**Run 1: floorplan with the power grid**

The bar under the picture is 20 um long. Pins as bars on the die edge.
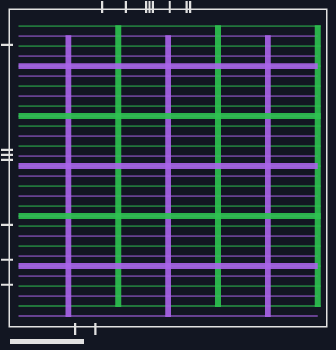
**Run 1: cells colored by class**

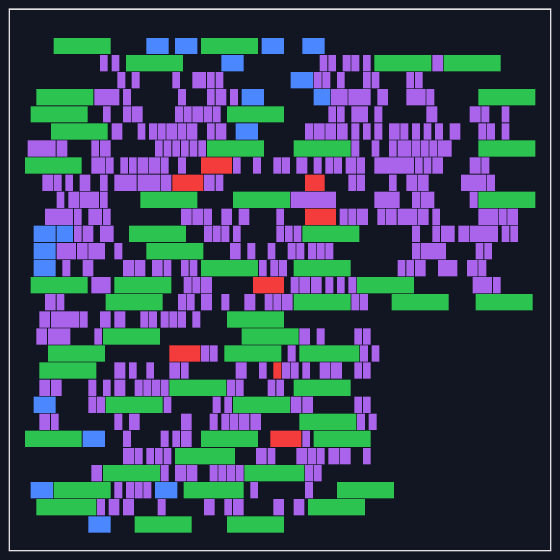
**Run 1: routed clock nets over the placement**

The bar under the picture is 20 um long.
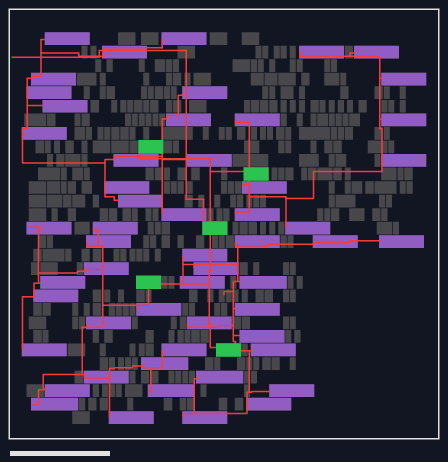
### src/rtl/safe_lock_controller_pkg.sv
// ============================================================================
//  safe_lock_pkg : shared types and constants for the safe lock controller
//  Rev 1.0
// ============================================================================
`default_nettype none

package safe_lock_pkg;

  typedef enum logic [2:0] {
    ENTRY   = 3'd0,
    CHECK   = 3'd1,
    OPEN    = 3'd2,
    PROG    = 3'd3,
    LOCKOUT = 3'd4
  } state_t;

  localparam int c_digit_w  = 4;
  localparam int c_code_len = 4;
  localparam int c_code_w   = c_digit_w * c_code_len;

  localparam logic [c_code_w-1:0] c_default_code = 16'h1234;

endpackage

`default_nettype wire

### src/rtl/safe_lock_controller_lock_timer.sv
// ============================================================================
//  lock_timer : loadable down-counter with zero flag, shared by OPEN/LOCKOUT
//  Rev 1.0
// ============================================================================
`default_nettype none

module lock_timer #(
  parameter int WIDTH = 10
) (
  input  logic             clk,
  input  logic             reset,
  input  logic             load,
  input  logic [WIDTH-1:0] load_value,
  input  logic             en,
  output logic             zero
);

  logic [WIDTH-1:0] r_count;

  // Saturates at zero so a late-sampled zero flag stays valid.
  always_ff @(posedge clk or posedge reset) begin
    if (reset) begin
      r_count <= '0;
    end else if (load) begin
      r_count <= load_value;
    end else if (en && (r_count != '0)) begin
      r_count <= r_count - 1'b1;
    end
  end

  assign zero = (r_count == '0);

endmodule

`default_nettype wire

### src/rtl/safe_lock_controller.sv
// ============================================================================
//  safe_lock_controller : code entry, compare, lockout and auto-relock FSM
//  Rev 1.0
// ============================================================================
`default_nettype none

module safe_lock_controller
  import safe_lock_pkg::*;
#(
  parameter int DIGIT_W        = c_digit_w,
  parameter int CODE_LEN       = c_code_len,
  parameter logic [DIGIT_W*CODE_LEN-1:0] DEFAULT_CODE = c_default_code,
  parameter int MAX_FAILS      = 3,
  parameter int LOCKOUT_CYCLES = 1000,
  parameter int UNLOCK_CYCLES  = 500
) (
  input  logic                           clk,
  input  logic                           reset,
  input  logic                           digit_valid,
  input  logic [DIGIT_W-1:0]             digit,
  output logic                           digit_ready,
  input  logic                           cancel,
  input  logic                           lock_now,
  input  logic                           change_req,
  output logic                           unlock,
  output logic                           alarm,
  output logic                           bad_code,
  output logic                           code_changed,
  output logic [$clog2(MAX_FAILS+1)-1:0] fail_count
);

  localparam int c_width   = DIGIT_W * CODE_LEN;
  localparam int c_fail_w  = $clog2(MAX_FAILS + 1);
  localparam int c_cnt_w   = $clog2(CODE_LEN + 1);
  localparam int c_timer_w = $clog2((LOCKOUT_CYCLES > UNLOCK_CYCLES) ? LOCKOUT_CYCLES
                                                                     : UNLOCK_CYCLES);

  localparam logic [c_fail_w:0]    c_max_fails     = (c_fail_w+1)'(MAX_FAILS);
  localparam logic [c_cnt_w-1:0]   c_last_digit    = c_cnt_w'(CODE_LEN - 1);
  localparam logic [c_timer_w-1:0] c_unlock_load   = c_timer_w'(UNLOCK_CYCLES - 1);
  localparam logic [c_timer_w-1:0] c_lockout_load  = c_timer_w'(LOCKOUT_CYCLES - 1);

  state_t                r_state;
  logic [c_width-1:0]    r_code;
  logic [c_width-1:0]    r_buffer;
  logic [c_cnt_w-1:0]    r_count;
  logic [c_fail_w-1:0]   r_fail_count;

  logic                  w_accept;
  logic                  w_last;
  logic                  w_match;
  logic [c_fail_w:0]     w_fail_inc;
  logic [c_width-1:0]    w_shifted;
  logic                  w_timer_load;
  logic [c_timer_w-1:0]  w_timer_load_value;
  logic                  w_timer_en;
  logic                  w_timer_zero;

  assign digit_ready = (r_state == ENTRY) || (r_state == PROG);
  assign w_accept    = digit_valid && digit_ready;
  assign w_last      = (r_count == c_last_digit);
  assign w_shifted   = {r_buffer[c_width-DIGIT_W-1:0], digit};
  assign w_match     = (r_buffer == r_code);
  assign w_fail_inc  = {1'b0, r_fail_count} + 1'b1;
  assign fail_count  = r_fail_count;

  // The timer is only loaded out of CHECK, toward OPEN or LOCKOUT.
  assign w_timer_load       = (r_state == CHECK) && (w_match || (w_fail_inc >= c_max_fails));
  assign w_timer_load_value = w_match ? c_unlock_load : c_lockout_load;
  assign w_timer_en         = (r_state == OPEN) || (r_state == LOCKOUT);

  lock_timer #(
    .WIDTH (c_timer_w)
  ) u_lock_timer (
    .clk        (clk),
    .reset      (reset),
    .load       (w_timer_load),
    .load_value (w_timer_load_value),
    .en         (w_timer_en),
    .zero       (w_timer_zero)
  );

  always_ff @(posedge clk or posedge reset) begin
    if (reset) begin
      r_state      <= ENTRY;
      r_code       <= DEFAULT_CODE;
      r_buffer     <= '0;
      r_count      <= '0;
      r_fail_count <= '0;
      unlock       <= 1'b0;
      alarm        <= 1'b0;
      bad_code     <= 1'b0;
      code_changed <= 1'b0;
    end else begin
      bad_code     <= 1'b0;
      code_changed <= 1'b0;
      case (r_state)
        ENTRY: begin
          // cancel wins over a digit accepted on the same edge
          if (cancel) begin
            r_buffer <= '0;
            r_count  <= '0;
          end else if (w_accept) begin
            r_buffer <= w_shifted;
            r_count  <= r_count + 1'b1;
            if (w_last) begin
              r_state <= CHECK;
            end
          end
        end
        CHECK: begin
          r_buffer <= '0;
          r_count  <= '0;
          if (w_match) begin
            r_fail_count <= '0;
            unlock       <= 1'b1;
            r_state      <= OPEN;
          end else if (w_fail_inc < c_max_fails) begin
            r_fail_count <= w_fail_inc[c_fail_w-1:0];
            bad_code     <= 1'b1;
            r_state      <= ENTRY;
          end else begin
            r_fail_count <= c_max_fails[c_fail_w-1:0];
            alarm        <= 1'b1;
            r_state      <= LOCKOUT;
          end
        end
        OPEN: begin
          if (lock_now) begin
            unlock  <= 1'b0;
            r_state <= ENTRY;
          end else if (change_req) begin
            unlock   <= 1'b0;
            r_buffer <= '0;
            r_count  <= '0;
            r_state  <= PROG;
          end else if (w_timer_zero) begin
            unlock  <= 1'b0;
            r_state <= ENTRY;
          end
        end
        PROG: begin
          if (cancel) begin
            r_buffer <= '0;
            r_count  <= '0;
            r_state  <= ENTRY;
          end else if (w_accept) begin
            if (w_last) begin
              r_code       <= w_shifted;
              code_changed <= 1'b1;
              r_buffer     <= '0;
              r_count      <= '0;
              r_state      <= ENTRY;
            end else begin
              r_buffer <= w_shifted;
              r_count  <= r_count + 1'b1;
            end
          end
        end
        LOCKOUT: begin
          if (w_timer_zero) begin
            r_fail_count <= '0;
            alarm        <= 1'b0;
            r_state      <= ENTRY;
          end
        end
        default: begin
          r_state <= ENTRY;
        end
      endcase
    end
  end

endmodule

`default_nettype wire

### config.mk
export PLATFORM = sky130hd
export DESIGN_NAME = safe_lock_controller
export DESIGN_NICKNAME = d
export VERILOG_FILES = /design/src/rtl/safe_lock_controller_pkg.sv /design/src/rtl/safe_lock_controller_lock_timer.sv /design/src/rtl/safe_lock_controller.sv
export SDC_FILE = /design/constraint.sdc
export NUM_CORES = 1
export LEC_CHECK = 0
export ABC_AREA = 1
export CORE_MARGIN = 2
export CORE_UTILIZATION = 45
export DETAILED_ROUTE_END_ITERATION = 12
export PLACE_DENSITY_LB_ADDON = 0.25
export SLEW_MARGIN = 25
export SYNTH_ARGS = -nofsm -noshare
export SYNTH_HDL_FRONTEND = slang
export SYNTH_HIERARCHICAL = 1
export SYNTH_SLANG_ARGS = --single-unit
### constraint.sdc
create_clock -name clk -period 4.4 [get_ports clk]
set_input_delay 0.88 -clock clk [delete_from_list [all_inputs] [get_ports clk]]
set_output_delay 0.88 -clock clk [all_outputs]
set_load 0.02 [all_outputs]
==> out/results.ini, run 1 <==
[status]
status = finished, final reports clean

[finish]
num-fill-cells = 600
lay_top_cells = nand2_1, inv_1, dfrtp_1
final-seq-area_sq_um = 1360
area_growth_pct = 10.6
drive_gt1_share_pct = 9.53
insertedDiodeCount = 0
nets = 443
logic_area_sq_um = 1370
lay_top_count = nand2_1

[routing]
top_layer = met4
vias_per_cell = 4.81
ant_nets = 0
drc = 0
met3_length_um = 149
met1Wirelength_mm = 2.85
dr.pass1.iters = 4
vias = 2439
route.met2.wl_mm = 2.69
post_drt_wl_per_cell_um = 11.3
drt_iter0_drc = 113
wl_mm = 5.74

[synthesis]
yosysWarnings = 6
async_flop_share_pct = 100
ys_cells = 407
yosysSeqAreaShare_pct = 44.9
topCellsByArea = dfrtp_1, nand2_1, inv_1
netlist.area_leader.share_pct = 40.5
edf_count = 0
top_area_cell = dfrtp_1
ys.flop_type = dfrtp_1
ys_seq_elements = 54
synthesis.instances = 407
synth_cell_types = 33
synth_area_sq_um = 3020

[cts]
htreeDepth = 2
cts_resized = 0
cts_hold_buf = 0
cts_tree = yes
numCtsBuffers = 5
cts.clk_slew.worst_paths_ps = 100
clockBufferDepth = 2
cts_root_buf = clkbuf_8
postCtsSetupBuffers = 0
clock_sinks = 54

[pwr]
power_density_nw_per_um2 = 560
seq_power_share_pct = 38.9
pwr-share-comb_pct = 45.1
switchingPower_uw = 818
power.leakage_nw = 1.63
intPower_mw = 1.05
pwr-share-clk_pct = 15.9
switching_share_pct = 43.7

[job]
warning_count = 27
cap_violations = 0

[grt]
grt_overflow_total = 0
grt_max_degree = 45
grt_usage_pct = 17.6
grt_pass1_wl_mm = 10.5
antenna_found_initial = 0
grt_pass1_vias = 2339

[timing]
slew_headroom_pct = 53.4
period_used_pct = 60.5
fin_ws_ps = 1740
hold_violations = 0
tightestPinTransition_ps = 698
max_freq_mhz = 376
rsz0062_at_grt = false
slew_viol_final = 0
fin_crit_ps = 2660
setup_viol = 0

[min_path]
worstHoldPathType = register to register

[placement]
place_hpwl_mm = 4.04
place_congestion = 0.816
placed_cell_area_sq_um = 3250
place_ws_ps = 1600
placement.io_buffers = 16

[critical_path]
crit_path_end_kind = output port
start_kind = register
criticalPathCategory = register to output port
cpMostUsedCell = nand2_2
worstPathMaxFanout = 6
path_cells = nor2_4 -> nand2_2 -> nand2_2 -> clkdlybuf4s50_1
crit_required_ps = 3520
slowest_delay_ps = 600
arrival_ps = 1780
cpMaxStageDelayCell = clkdlybuf4s50_1

[floorplan]
io_pins = 17
initial_utilization_pct = 47.1
die-area_sq_um = 7390

Back to the opening pictures, 'floorplan with the power grid':
VSS: drawn in purple. VDD: drawn in green.
17 signal pins sit on the boundary. 6 straps on met4. The core has 29 rows.
core area: 6420 sq um
Peak VDD IR: 0.411 mV
width of the die: 86.0 um
die y size: 86.0 um

Back to the opening pictures, 'cells colored by class':
clock drivers and dummy loads: drawn in red, cells 8, share of their area 2.9%. remaining buffers and delay cells: drawn in blue, cells 18, share of their area 5.4%. combinational and other logic: drawn in purple, cells 350, share of their area 50%. sequential cells: drawn in green, cells 54, share of their area 42%.
Core Util, Final: 52.1%
num rows: 29
post-layout instance area: 3340 sq um
flop share of the area: 40.6%

Back to the opening pictures, 'routed clock nets over the placement':
clock wires: drawn in red, length 679 um. clock drivers: drawn in green, count 5. flip-flops: drawn in purple, count 54.
There are 6 routed clock nets. Position of the flops: widely spread.
Worst-Skew Late Latency: 310 ps
clk_skew: 8.37 ps

[run 1: Yosys cell counts (2+ instances only)]
master      n
a21oi_1     5
a21oi_2     2
buf_6       3
clkbuf_1    2
conb_1      2
dfrtp_1    49
dfstp_2     5
ha_1        4
inv_1      59
inv_2       6
nand2_1   130
nand2_2     4
nand3_1    42
nand3_2     4
nand3b_1    2
nor2_1     23
nor2_2      2
nor2_4      3
nor3_1      3
o21ai_0    32
o21ai_1     9
o21ai_2     3
xor2_1      3
[run 1: routing by layer]
| layer | up-vias | global-route usage, % |
|---|---|---|
| li1 | 1307 | - |
| met1 | 1101 | 23.5 |
| met2 | 26 | 28.6 |
| met3 | 5 | 3.75 |
| met4 | 0 | 5.48 |
| met5 | - | 0 |
[run 1: logic make-up (layout without fill, tap and decap cells)]
group / Yosys count / in the layout / share of synthesized area (%)
AND/OR/NAND/NOR: 217 / 217 / 32.4
buffers and inverters: 74 / 92 / 10.4
flip-flops: 54 / 54 / 44.9
AND-OR/OR-AND: 53 / 53 / 9.52
adder cells (fa/ha/maj): 4 / 4 / 1.66
XOR/XNOR: 3 / 3 / 0.869
other: 2 / 7 / 0.248
[run 1: final timing paths]
path / start / end / slack, ps / cells after the start
max in group asynchronous: reset / r_code[12] / 2980 / 3
worst max-delay path: r_state[1] / digit_ready / 1740 / 4
worst min register to register: unlock / unlock / 480 / 2
worst min-delay path: unlock / unlock / 480 / 2
min in group asynchronous: reset / u_lock_timer/r_count[1] / 880 / 2
worst max register to register: r_code[12] / u_lock_timer/r_count[4] / 2010 / 13
[run 1: registers in the layout, summed over array words and instances (netlist names)]
name and count:
r_buffer 16, r_code 16, u_lock_timer/r_count 10, r_count 3
r_state 3, fail_count 2, alarm 1, bad_code 1
code_changed 1, unlock 1
[run 1: final cells by class]
cell class,count,area share [%]
timing repair buffer,18,5.24
inverter,66,7.41
tap,77,2.88
clock buffer,7,2.58
clock inverter,1,0.262
sequential,54,40.6
multi-input combinational,284,41.0
[run 1: power groups by stage]
stage / sequential, mW / clock (mW) / combinational, mW
finish: 0.729 / 0.298 / 0.844
global route: 0.746 / 0.327 / 0.986
CTS: 0.728 / 0.308 / 0.852
detailed placement: 0.737 / 0 / 0.848
global placement: 0.731 / 0 / 0.836
floorplan: 0.731 / 0 / 0.686
[run 1: worst max-delay path: cells and delay by family (launching register included)]
kind	cells	cell delay [ps]
DFF	1	490
and+or+nand+nor	3	380
buffers and inverters	1	600
[run 1: metrics by stage]
stage          std cells  utilization [%]  hold WS (ps)  power, mW
6_report             507             52.1           477       1.87
5_1_grt              507             52.1           516       2.06
4_1_cts              507             52.1           486       1.89
3_5_place_dp         499             50.6           462       1.59
3_3_place_gp         499             50.6           457       1.57
2_1_floorplan        412                -           475       1.42
**Run 1: clock nets**

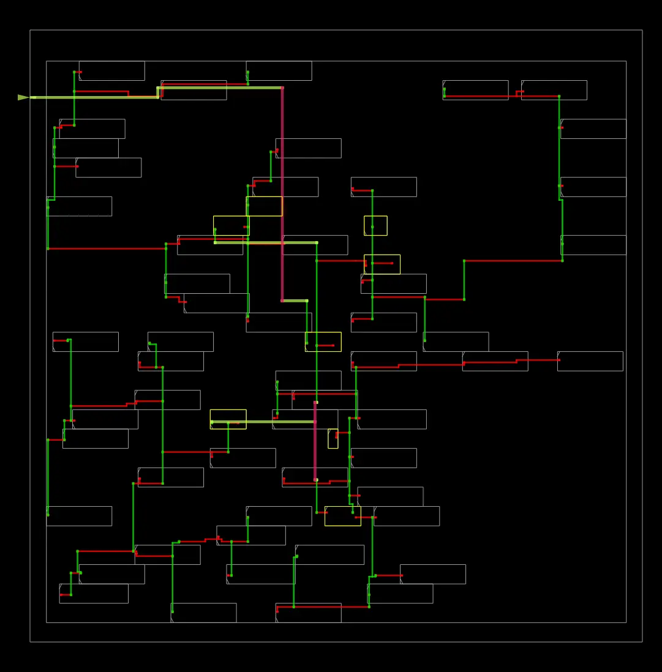

==> inputs of run 2 (changes only) <==
==> constraint.sdc (replaced) <==
create_clock -name clk -period 2.3 [get_ports clk]
set_input_delay 0.46 -clock clk [delete_from_list [all_inputs] [get_ports clk]]
set_output_delay 0.46 -clock clk [all_outputs]
set_load 0.02 [all_outputs]
**Run 2: clock nets**

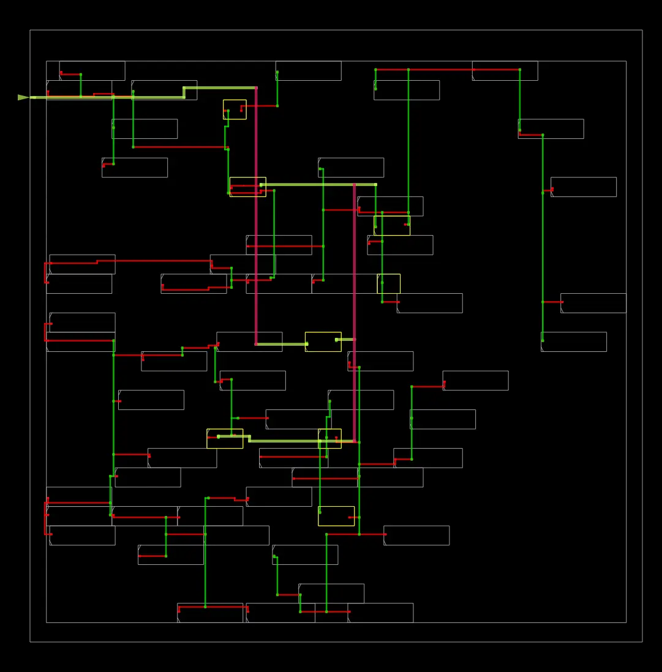
power in the clock group: 589 uW
total CTS buffers: 5

**Run 2: wiring by layer**

The bar under the picture is 20 um long.
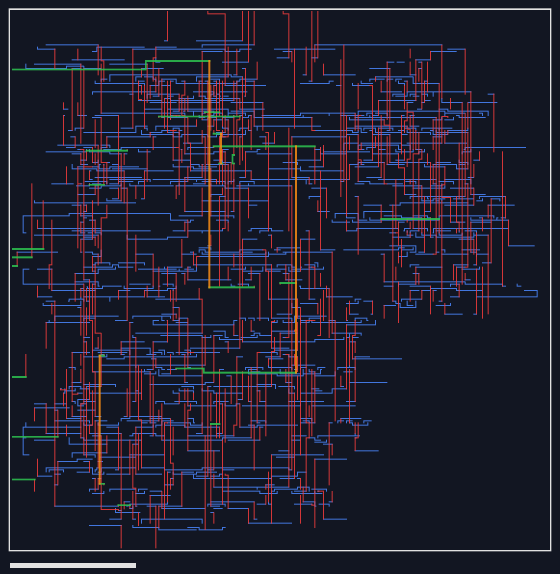
metal 3: drawn in green, wire length 140 um. metal 1: drawn in blue, wire length 2920 um. metal 2: drawn in red, wire length 2700 um. metal 4: drawn in orange, wire length 97.2 um.
routed length per instance: 11.5 um
total global-route track usage: 18.1%

==> run 2 against run 1 <==
- highest routed layer unchanged
- flip-flop count is the same
- clock power grew 98%
- sequential power grew 91%
- combinational power grew 98%
- design area grew 1.7%
- synthesized area is the same
- non-clock buffer count grew 4
- register-to-register slack lost 1700 ps
- core utilization grew 0.90 points
- critical path type is now register to register
==> out/results.ini, run 2 <==
[status]
status = finished, final reports clean

[finish]
drive_gt1_share_pct = 10.6
insertedDiodeCount = 0
reg_top3 = r_buffer x16, r_code x16, u_lock_timer/r_count x10
lay_top_cells = nand2_1, inv_1, dfrtp_1
nets = 447
area_growth_pct = 12.5
lay_top_count = nand2_1
final_util_pct = 53.0

[placement]
placement.io_buffers = 16
place_congestion = 0.899
place_hpwl_mm = 4.15

[cts]
clk_latency_ps = 320
cts_tree = yes
clockBufferDepth = 2
cts.clk_slew.worst_paths_ps = 110
clock_sinks = 54
cts_root_buf = clkbuf_8
cts_hold_buf = 0

[timing]
setup_viol = 0
fin_crit_ps = 2030
hold_violations = 0
slew_viol_final = 0
final.setup_skew_ps = 9.43
max_freq_mhz = 494

[synthesis]
ys_cells = 407
ys.flop_type = dfrtp_1
synthesis.instances = 407
yosysWarnings = 6
yosysSeqAreaShare_pct = 44.9
synth_area_sq_um = 3020
edf_count = 0
most_common_cell = nand2_1
async_flop_share_pct = 100
synthTopCellsByCount = nand2_1, inv_1, dfrtp_1

[pwr]
power_density_nw_per_um2 = 1070
power.leakage_nw = 1.67

[floorplan]
initial_utilization_pct = 47.1
fp-row-count = 29
fp.dieH_um = 86.0
io_pins = 17
die-area_sq_um = 7390
core_sq_um = 6420

[grt]
grt_overflow_total = 0
grt_pass1_wl_mm = 10.8
antenna_found_initial = 0
grt_pass1_vias = 2405
grt_max_degree = 45

[critical_path]
cpMaxStageDelayCell = dfstp_2
cpMostUsedCell = nand2_1
crit_start = r_code[12]
r2r_slack_ps = 270
rr_worst_depth = 13
criticalPathCategory = register to register
path_cells = inv_1 -> nand2_1 -> nand2_1 -> nor2_1 -> nand2_1 -> nor2_1 -> nand3_1 -> nand2_1 -> buf_4 -> a21oi_1 -> a21oi_1 -> nand2_1 -> nand2_1
crit_path_end_kind = register
r2r_end = u_lock_timer/r_count[4]
crit_required_ps = 2570
slowest_delay_ps = 560

[routing]
dr.pass1.iters = 4
drc = 0
ant_nets = 0
top_layer = met4
met3_length_um = 140
route.met2.wl_mm = 2.70
vias_per_cell = 4.81
met1Wirelength_mm = 2.92

[job]
cap_violations = 0
warning_count = 27

## run 2: cells by family (layout without fill, tap and decap cells)
family                   after synthesis  after routing  share of synthesized area (%)
AND/OR/NAND/NOR                      217            217                           32.4
buffers and inverters                 74             96                           10.4
flip-flops                            54             54                           44.9
AND-OR/OR-AND                         53             53                           9.52
adder cells (fa/ha/maj)                4              4                           1.66
XOR/XNOR                               3              3                          0.869
other                                  2              7                          0.248
## run 2: layer usage
| metal | track usage [%] | vias up |
|---|---|---|
| li1 | - | 1315 |
| met1 | 25.6 | 1100 |
| met2 | 28.0 | 33 |
| met3 | 3.37 | 9 |
| met4 | 6.20 | 0 |
| met5 | 0 | - |
## run 2: layout make-up
type / count / area, sq um / share of cell area (%)
Multi-Input combinational cell: 284 / 1370 / 40.3
Sequential cell: 54 / 1360 / 39.9
Clock inverter: 3 / 26.3 / 0.773
Clock buffer: 5 / 68.8 / 2.02
Timing Repair Buffer: 22 / 233 / 6.84
Tap cell: 77 / 96.3 / 2.83
Inverter: 66 / 248 / 7.28
## run 2: stage by stage
stage / setup slack, ps / power, mW / instance area, sq um / instances / hold WS [ps]
CTS: 19.3 / 3.68 / 3400 / 511 / 462
detailed placement: 290 / 3.08 / 3300 / 503 / 472
global placement: 334 / 3.06 / 3300 / 503 / 460
global route: 63.4 / 3.98 / 3400 / 511 / 491
finish: 274 / 3.65 / 3400 / 511 / 446
floorplan: 571 / 2.71 / 3040 / 412 / 300
## run 2: how the worst max path moves through the flow
stage,to,slack [ps],cells past startpoint
after floorplan,u_lock_timer/r_count[4],570,13
after global placement,u_lock_timer/r_count[4],330,13
after detailed placement,u_lock_timer/r_count[4],290,13
after CTS,digit_ready,20,4
after global routing,u_lock_timer/r_count[1],60,13
final,u_lock_timer/r_count[4],270,13
## run 2: worst max-delay path, delay by kind of cell (launching register included)
| family | cells | cell delay, ps |
|---|---|---|
| AND/OR/NAND/NOR | 9 | 980 |
| buffers and inverters | 2 | 260 |
| AND-OR/OR-AND | 2 | 190 |
| flip-flops | 1 | 560 |
## run 2: power by group
| part | leakage (nW) | internal (mW) | switching [mW] |
|---|---|---|---|
| Clock | 0.0495 | 0.227 | 0.361 |
| Sequential | 0.689 | 1.19 | 0.203 |
| Combinational | 0.932 | 0.619 | 1.05 |
## run 2: repair_timing
| item | CTS | global route |
|---|---|---|
| gates resized | 0 | 1 |
| buffers inserted | 0 | 0 |
| endpoints found under the setup margin | 0 | 1 |
**Run 2: floorplan with the power grid**

The bar under the picture is 20 um long. Pins as bars on the die edge.
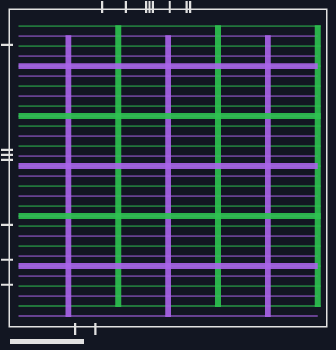

==> inputs of run 3 (changes only) <==
--- a/config.mk
+++ b/config.mk
@@ -7,7 +7,7 @@
 export LEC_CHECK = 0
 export ABC_AREA = 1
 export CORE_MARGIN = 2
-export CORE_UTILIZATION = 45
+export CORE_UTILIZATION = 40
 export DETAILED_ROUTE_END_ITERATION = 12
 export PLACE_DENSITY_LB_ADDON = 0.25
 export SLEW_MARGIN = 25
**Run 3: floorplan with the power grid**

The bar under the picture is 20 um long. Pins as bars on the die edge.
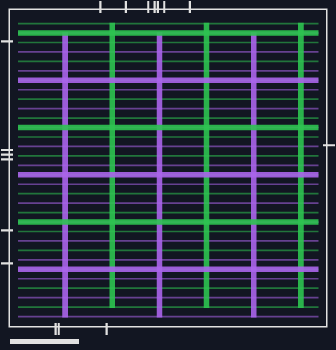
VDD: drawn in green. VSS: drawn in purple.
6 straps on met4. The core has 31 rows.
die y size: 91.0 um
width of the die: 91.0 um

==> run 3 against run 2 <==
- synthesized area unchanged
- final cell count rose by 4.1%
- fmax up 2.6%
- register-to-register slack better by 50 ps
- sequential share of layout area down 0.40 points
- via count grew 2.1%
- critical endpoint unchanged
- highest routed layer unchanged
==> out/results.ini, run 3 <==
[status]
status = finished, final reports clean

[finish]
lay_top_cells = nand2_1, inv_1, dfrtp_1
area_growth_pct = 13.7
final-seq-area_sq_um = 1360
nets = 446
lay_top_count = nand2_1
drive_gt1_share_pct = 10.9

[routing]
drc = 0
vias_per_cell = 4.72
wl_mm = 5.95
drt_iter0_drc = 163

[critical_path]
rr_worst_depth = 13
path_cells = inv_1 -> nand2_1 -> nand2_1 -> nor2_1 -> nand2_1 -> nor2_1 -> nand3_1 -> nand2_1 -> buf_4 -> a21oi_1 -> a21oi_1 -> nand2_1 -> nand2_1
arrival_ps = 2240
cpMostUsedCell = nand2_1
path_depth = 13

[floorplan]
io_pins = 17

[synthesis]
topCellsByArea = dfrtp_1, nand2_1, inv_1
most_common_cell = nand2_1
yosysSeqAreaShare_pct = 44.9
synth_cell_types = 33

[pwr]
intPower_mw = 2.06
switching_share_pct = 43.8
pwr-share-clk_pct = 16.1
power_mw = 3.66
power.leakage_nw = 1.67
power_density_nw_per_um2 = 1060

[placement]
place_congestion = 0.809
placement.io_buffers = 16

[cts]
cts_resized = 0
clockBufferDepth = 2
clk_latency_ps = 320

[grt]
grt_overflow_total = 0
grt_pass1_vias = 2394
grt_pass1_wl_mm = 10.7

**Run 3: cells colored by class**

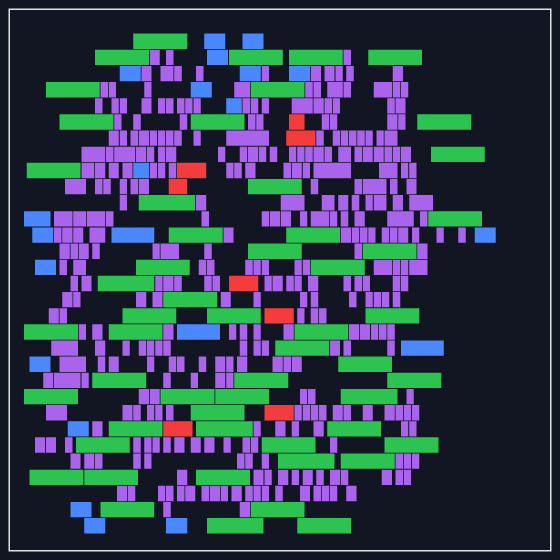
sequential cells: drawn in green, cells 54, share of their area 41%. combinational and other logic: drawn in purple, cells 350, share of their area 49%. clock drivers and dummy loads: drawn in red, cells 8, share of their area 3.0%. remaining buffers and delay cells: drawn in blue, cells 21, share of their area 7.2%.
num rows: 31
Core Util, Final: 47.2%
post-layout instance area: 3440 sq um
core area: 7290 sq um

-- run 3: cell counts after synthesis --
No cell type changed its count.
-- run 3: layer usage --
layer | global-route usage (%) | share of wire (%) | wire length, um
met5 | 0 | 0 | 0
met1 | 21.2 | 49 | 2910
met4 | 4.55 | 1.3 | 80
met3 | 2.82 | 2.9 | 171
met2 | 26.2 | 47 | 2780
-- run 3: logic make-up (layout without fill, tap and decap cells) --
group                    Yosys count  count (layout)  share of synthesized area, %
AND/OR/NAND/NOR                  217             217                          32.4
adder cells (fa/ha/maj)            4               4                          1.66
buffers and inverters             74              95                          10.4
other                              2               7                         0.248
XOR/XNOR                           3               3                         0.869
AND-OR/OR-AND                     53              53                          9.52
flip-flops                        54              54                          44.9
-- run 3: worst paths after layout --
path	start	to	slack, ps
worst max-delay path	r_code[12]	u_lock_timer/r_count[4]	330
worst min-delay path	reset	u_lock_timer/r_count[0]	460
worst max register to register	r_code[12]	u_lock_timer/r_count[4]	330
worst min register to register	alarm	alarm	480
max in group asynchronous	reset	r_code[9]	1220
min in group clk	alarm	alarm	480
-- run 3: metrics by stage --
| stage | worst slack [ps] | std cells | cell area, sq um |
|---|---|---|---|
| 2_1_floorplan | 571 | 412 | 3040 |
| 3_3_place_gp | 303 | 524 | 3340 |
| 3_5_place_dp | 289 | 524 | 3340 |
| 4_1_cts | 35.5 | 532 | 3430 |
| 5_1_grt | 36.1 | 532 | 3440 |
| 6_report | 326 | 532 | 3440 |
-- run 3: power by group through the flow --
| stage | clock, mW | combinational [mW] | sequential, mW |
|---|---|---|---|
| final | 0.590 | 1.68 | 1.38 |
| after floorplan | 0 | 1.31 | 1.40 |
| after detailed placement | 0 | 1.69 | 1.40 |
| after CTS | 0.610 | 1.70 | 1.38 |
| after global routing | 0.647 | 1.93 | 1.42 |
| after global placement | 0 | 1.66 | 1.40 |
-- run 3: worst register-to-register path: stages (launching register included) --
cell     delay (ps)
dfstp_2         550
inv_1            40
nand2_1          40
nand2_1          50
nor2_1          120
nand2_1          80
nor2_1          170
nand3_1         190
nand2_1         150
buf_4           220
a21oi_1          60
a21oi_1         130
nand2_1          70
nand2_1          60
-- run 3: final cells by class --
| type | instances | share of cell area [%] |
|---|---|---|
| Sequential cell | 54 | 39.5 |
| Clock inverter | 2 | 0.473 |
| Tap cell | 99 | 3.60 |
| Multi-Input combinational cell | 284 | 39.9 |
| Clock buffer | 6 | 2.40 |
| Inverter | 66 | 7.21 |
| Timing Repair Buffer | 21 | 6.91 |
No activity file was given, so power comes from the tool's default toggle rates.
